### src/rtl/tm1638_frame_seq.sv
// TM1638 frame sequencer: each frame issues display write, brightness and key-scan bytes
// to the serial byte engine over req/ack, snapshotting segments and publishing key bits.
module tm1638_frame_seq #(
    parameter int C_FRAME_CYC = 480_000,
    parameter int C_TMO_CYC   = 4096
) (
    input  logic         CK_i,
    input  logic         XARST_i,
    input  logic         EN_CK_i,
    input  logic [127:0] SEG_DAT_i,
    input  logic [2:0]   BRIGHT_i,
    input  logic         DISP_ON_i,
    output logic         BYTE_REQ_o,
    output logic [7:0]   BYTE_DAT_o,
    output logic         BYTE_RD_o,
    output logic         BYTE_LAST_o,
    input  logic         BYTE_ACK_i,
    input  logic [7:0]   BYTE_RDAT_i,
    output logic [31:0]  KEY_o,
    output logic         KEY_VALID_o,
    output logic         BUSY_o,
    output logic         TMO_ERR_o
);
    localparam int FW = $clog2(C_FRAME_CYC + 1);
    localparam int TW = $clog2(C_TMO_CYC + 1);

    typedef enum logic [2:0] {
        S_IDLE, S_CMD, S_ADR, S_DATA, S_CTRL, S_KCMD, S_KRD, S_DONE
    } state_t;

    state_t         state, state_nxt;
    logic [FW-1:0]  frame_cnt;
    logic           pending;
    logic [127:0]   seg_snap;
    logic [2:0]     bright_snap;
    logic           disp_snap;
    logic           req;
    logic [3:0]     idx;
    logic [TW-1:0]  tmo_cnt;
    logic [23:0]    key_shadow;
    logic [31:0]    key;
    logic           key_valid;
    logic           tmo_err;
    logic           tick, start, byte_ack, tmo_hit, in_byte;
    logic [7:0]     dat;
    logic           rd, last;

    always_comb begin
        tick      = (frame_cnt == FW'(C_FRAME_CYC - 1));
        start     = (state == S_IDLE) && (tick || pending);
        byte_ack  = req && BYTE_ACK_i;
        tmo_hit   = req && !BYTE_ACK_i && (tmo_cnt == TW'(C_TMO_CYC - 1));
        in_byte   = (state != S_IDLE) && (state != S_DONE);
        state_nxt = state;
        case (state)
            S_IDLE: if (start) state_nxt = S_CMD;
            S_CMD:  if (byte_ack) state_nxt = S_ADR;
            S_ADR:  if (byte_ack) state_nxt = S_DATA;
            S_DATA: if (byte_ack && idx == 4'hF) state_nxt = S_CTRL;
            S_CTRL: if (byte_ack) state_nxt = S_KCMD;
            S_KCMD: if (byte_ack) state_nxt = S_KRD;
            S_KRD:  if (byte_ack && idx[1:0] == 2'd3) state_nxt = S_DONE;
            S_DONE: state_nxt = S_IDLE;
            default: state_nxt = S_IDLE;
        endcase
        if (tmo_hit) state_nxt = S_IDLE;
    end

    // Byte fields are decoded from held state, so they stay stable for the whole request.
    always_comb begin
        dat  = 8'h00;
        rd   = 1'b0;
        last = 1'b0;
        case (state)
            S_CMD:  begin dat = 8'h40; last = 1'b1; end
            S_ADR:  dat = 8'hC0;
            S_DATA: begin dat = seg_snap[{idx, 3'b000} +: 8]; last = (idx == 4'hF); end
            S_CTRL: begin dat = {4'h8, disp_snap, bright_snap}; last = 1'b1; end
            S_KCMD: dat = 8'h42;
            S_KRD:  begin rd = 1'b1; last = (idx[1:0] == 2'd3); end
            default: ;
        endcase
    end

    always_ff @(posedge CK_i or negedge XARST_i) begin
        if (!XARST_i)     state <= S_IDLE;
        else if (EN_CK_i) state <= state_nxt;
    end

    always_ff @(posedge CK_i or negedge XARST_i) begin
        if (!XARST_i) begin
            frame_cnt   <= '0;
            pending     <= 1'b0;
            seg_snap    <= '0;
            bright_snap <= '0;
            disp_snap   <= 1'b0;
            req         <= 1'b0;
            idx         <= '0;
            tmo_cnt     <= '0;
            key_shadow  <= '0;
            key         <= '0;
            key_valid   <= 1'b0;
            tmo_err     <= 1'b0;
        end else if (EN_CK_i) begin
            frame_cnt <= tick ? '0 : frame_cnt + FW'(1);
            key_valid <= 1'b0;
            tmo_err   <= 1'b0;

            // A tick arriving while busy is remembered once; further ticks are dropped.
            if (start) begin
                pending     <= 1'b0;
                seg_snap    <= SEG_DAT_i;
                bright_snap <= BRIGHT_i;
                disp_snap   <= DISP_ON_i;
            end else if (tick) begin
                pending <= 1'b1;
            end

            if (byte_ack || tmo_hit)  req <= 1'b0;
            else if (in_byte && !req) req <= 1'b1;

            if (!req || byte_ack || tmo_hit) tmo_cnt <= '0;
            else                             tmo_cnt <= tmo_cnt + TW'(1);

            if (tmo_hit)       idx <= '0;
            else if (byte_ack) idx <= (state_nxt != state) ? 4'd0 : idx + 4'd1;

            if (tmo_hit) tmo_err <= 1'b1;

            if (byte_ack && state == S_KRD) begin
                case (idx[1:0])
                    2'd0: key_shadow[7:0]   <= BYTE_RDAT_i;
                    2'd1: key_shadow[15:8]  <= BYTE_RDAT_i;
                    2'd2: key_shadow[23:16] <= BYTE_RDAT_i;
                    default: begin
                        key       <= {BYTE_RDAT_i, key_shadow};
                        key_valid <= 1'b1;
                    end
                endcase
            end
        end
    end

    assign BYTE_REQ_o  = req;
    assign BYTE_DAT_o  = dat;
    assign BYTE_RD_o   = rd;
    assign BYTE_LAST_o = last;
    assign KEY_o       = key;
    assign KEY_VALID_o = key_valid;
    assign BUSY_o      = (state != S_IDLE);
    assign TMO_ERR_o   = tmo_err;
endmodule

### config.mk
export PLATFORM = sky130hd
export DESIGN_NAME = tm1638_frame_seq
export DESIGN_NICKNAME = d
export VERILOG_FILES = /design/src/rtl/tm1638_frame_seq.sv
export SDC_FILE = /design/constraint.sdc
export NUM_CORES = 1
export LEC_CHECK = 0
export CAP_MARGIN = 20
export CORE_UTILIZATION = 40
export CTS_CLUSTER_DIAMETER = 120
export DETAILED_ROUTE_END_ITERATION = 8
export HOLD_SLACK_MARGIN = 0.03
export RECOVER_POWER = 25
export SYNTH_ARGS = -nofsm -noshare
export SYNTH_HDL_FRONTEND = slang
export SYNTH_SLANG_ARGS = --single-unit
### constraint.sdc
create_clock -name CK_i -period 6.91 [get_ports CK_i]
set_clock_uncertainty 0.2 [all_clocks]
set_input_delay 1.382 -clock CK_i [delete_from_list [all_inputs] [get_ports CK_i]]
set_output_delay 1.382 -clock CK_i [all_outputs]
set_load 0.05 [all_outputs]
Port wiring:
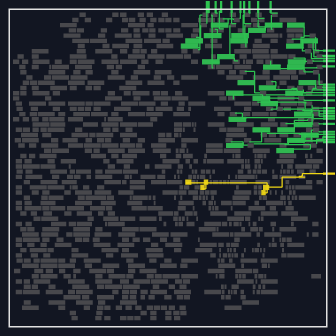
| port | color | bits | direction | end cells | buffers | wire |
|---|---|---|---|---|---|---|
| KEY_o | green | 32 | output | 32 | 32 | 802 microns |
| BYTE_ACK_i | yellow | 1 | input | 5 | 1 | 96.2 microns |
number of placed I/O pins: 190
count of input and output buffers: 189

Routed metal, one color a layer:
Scale bar: 50 microns.
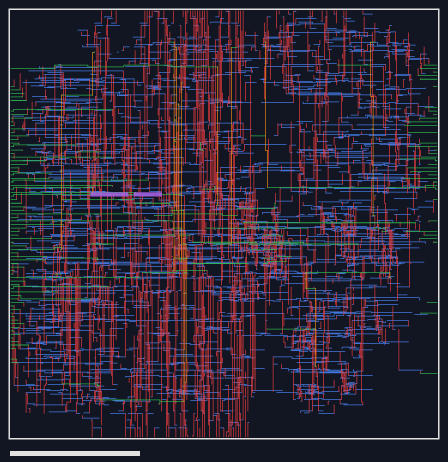
| layer | color | wire length |
|---|---|---|
| met2 | red | 12,500 microns |
| met5 | purple | 22.1 microns |
| met4 | orange | 775 microns |
| met1 | blue | 10,300 microns |
| met3 | green | 1,850 microns |
wirelength, routed: 25,380 microns
routed wirelength normalized by instance count: 19.89 microns
GRT Resource Usage Total: 0.1961
number of vias after detailed routing: 6,658

==> tab_implementation.tex <==
% Implementation results table
\begin{tabular}{lr}
\hline
Metric & Value \\
\hline
\multicolumn{2}{l}{\textbf{Status}} \\
\quad Outcome & finished, final reports clean \\
\multicolumn{2}{l}{\textbf{Pwr}} \\
\quad Leakage dissipation & 5.981 nW \\
\quad Seq pwr & 1.45 mW \\
\quad Power attributed to combinational cells & 193 uW \\
\quad Maximum vdd ir drop & 0.1492 mV \\
\quad Total power density per cell area & 224.7 nW/um\^{}2 \\
\quad Int Pwr & 2.390 mW \\
\quad Relative contribution of the clock network to total power & 0.460 \\
\multicolumn{2}{l}{\textbf{Hold path}} \\
\quad Path category of the worst min-delay check & flip-flop to flip-flop \\
\multicolumn{2}{l}{\textbf{Floorplanning}} \\
\quad Count of inserted tapcells & 335 \\
\quad Vertical die size & 164.3 microns \\
\quad Placeable core region & 25,910 sq um \\
\quad Starting density of the core & 0.4065 \\
\quad Chip area & 26,990 sq um \\
\multicolumn{2}{l}{\textbf{Yosys}} \\
\quad Synth Area in Compound Gates & 0.04098 \\
\quad Nets in the synthesized netlist & 890 \\
\quad Largest logic family & multiplexers \\
\quad Synth Area in Adders & 0.01188 \\
\quad Synthesis Warnings & 0 \\
\quad Main synth FF type & sky130\_fd\_sc\_hd\_\_dfrtp\_1 \\
\quad Most frequent cells after synthesis & sky130\_fd\_sc\_hd\_\_dfrtp\_1, sky130\_fd\_sc\_hd\_\_mux2\_2, sky130\_fd\_sc\_hd\_\_mux2\_1, sky130\_fd\_sc\_hd\_\_mux4\_2 \\
\quad Post-synth tally of flip-flops with integrated enable & 0 \\
\quad Share of the synthesized area in the top cell type & 0.5488 \\
\quad Post-synth design cell area & 10,530 sq um \\
\quad Area leader, netlist & sky130\_fd\_sc\_hd\_\_dfrtp\_1 \\
\multicolumn{2}{l}{\textbf{GRT}} \\
\quad First-pass GRT wire length & 39,860 microns \\
\quad Overflow left after global routing & 0 \\
\quad Initial antenna violation count & 4 \\
\multicolumn{2}{l}{\textbf{Detailed routing}} \\
\quad Number of design rule violations left after detail routing & 0 \\
\quad Via-to-Cell Ratio & 5.218 \\
\multicolumn{2}{l}{\textbf{Final timing}} \\
\quad Cycle use final & 0.7802 \\
\quad Max transition margin & 0.2975 \\
\quad Final tally of max-slew violations & 0 \\
\quad Minimum hold slack & 0.2845 ns \\
\multicolumn{2}{l}{\textbf{Placed design}} \\
\quad Post-DP HPWL & 18,130 microns \\
\quad Worst slack at placement & 1.988 ns \\
\quad Dpl cell area & 12,680 sq um \\
\multicolumn{2}{l}{\textbf{Layout}} \\
\quad Area growth from synthesis to layout & 28.72\% \\
\quad Fraction of area in multi-input gates & 0.3281 \\
\quad Largest register FFs & 128 \\
\quad Invs w/o clock & 16 \\
\quad Biggest area consumer among cell classes & registers \\
\multicolumn{2}{l}{\textbf{Critical path}} \\
\quad Max FO, Critical Path & 29 \\
\quad Capture point of the worst path & BYTE\_DAT\_o[7] \\
\quad Sort of element at the start of the critical path & flip-flop \\
\quad Largest incremental delay on the critical path & 0.94 ns \\
\quad Most frequent cell on the critical path & sky130\_fd\_sc\_hd\_\_mux4\_2 \\
\quad Kind of cell adding the most delay to the critical path & buffers and inverters \\
\quad Number of cells traversed by the worst register-to-register path & 7 \\
\quad Kind of critical path & flip-flop to output pin \\
\quad Crit end category & output pin \\
\quad Critical path required time & 5.33 ns \\
\multicolumn{2}{l}{\textbf{CTS}} \\
\quad Cell resize tally after clock tree synthesis & 0 \\
\quad Count of hold-fix buffers inserted at cts & 0 \\
\quad Post-CTS setup repair buffer count & 0 \\
\quad Clock buffer count from CTS & 26 \\
\quad TritonCTS clock tree & built \\
\quad Maximum level of the CTS H-tree & 1 \\
\quad CTS root buffer & sky130\_fd\_sc\_hd\_\_clkbuf\_16 \\
\hline
\end{tabular}
==> routing by layer <==
layer,wire length (microns),global-route usage
met1,10260,0.2478
met2,12480,0.3303
met3,1849,0.04773
met4,774,0.06187
met5,22,0
==> worst min-delay path by stage <==
stage                        start            end
floorplan             frame_cnt[6]   frame_cnt[6]
global placement     seg_snap[119]  seg_snap[119]
detailed placement    frame_cnt[6]   frame_cnt[6]
CTS                   frame_cnt[6]   frame_cnt[6]
global route        key_shadow[14]      KEY_o[14]
finish                seg_snap[47]   seg_snap[47]
==> through the flow <==
step	utilization	cells	power, mW
2_1_floorplan	-	736	1.525
3_3_place_gp	0.4894	1228	1.674
3_5_place_dp	0.4894	1228	1.676
4_1_cts	0.5233	1275	3.095
5_1_grt	0.5232	1275	3.171
6_report	0.5233	1276	3.046
Power and IR drop assume default switching activity.
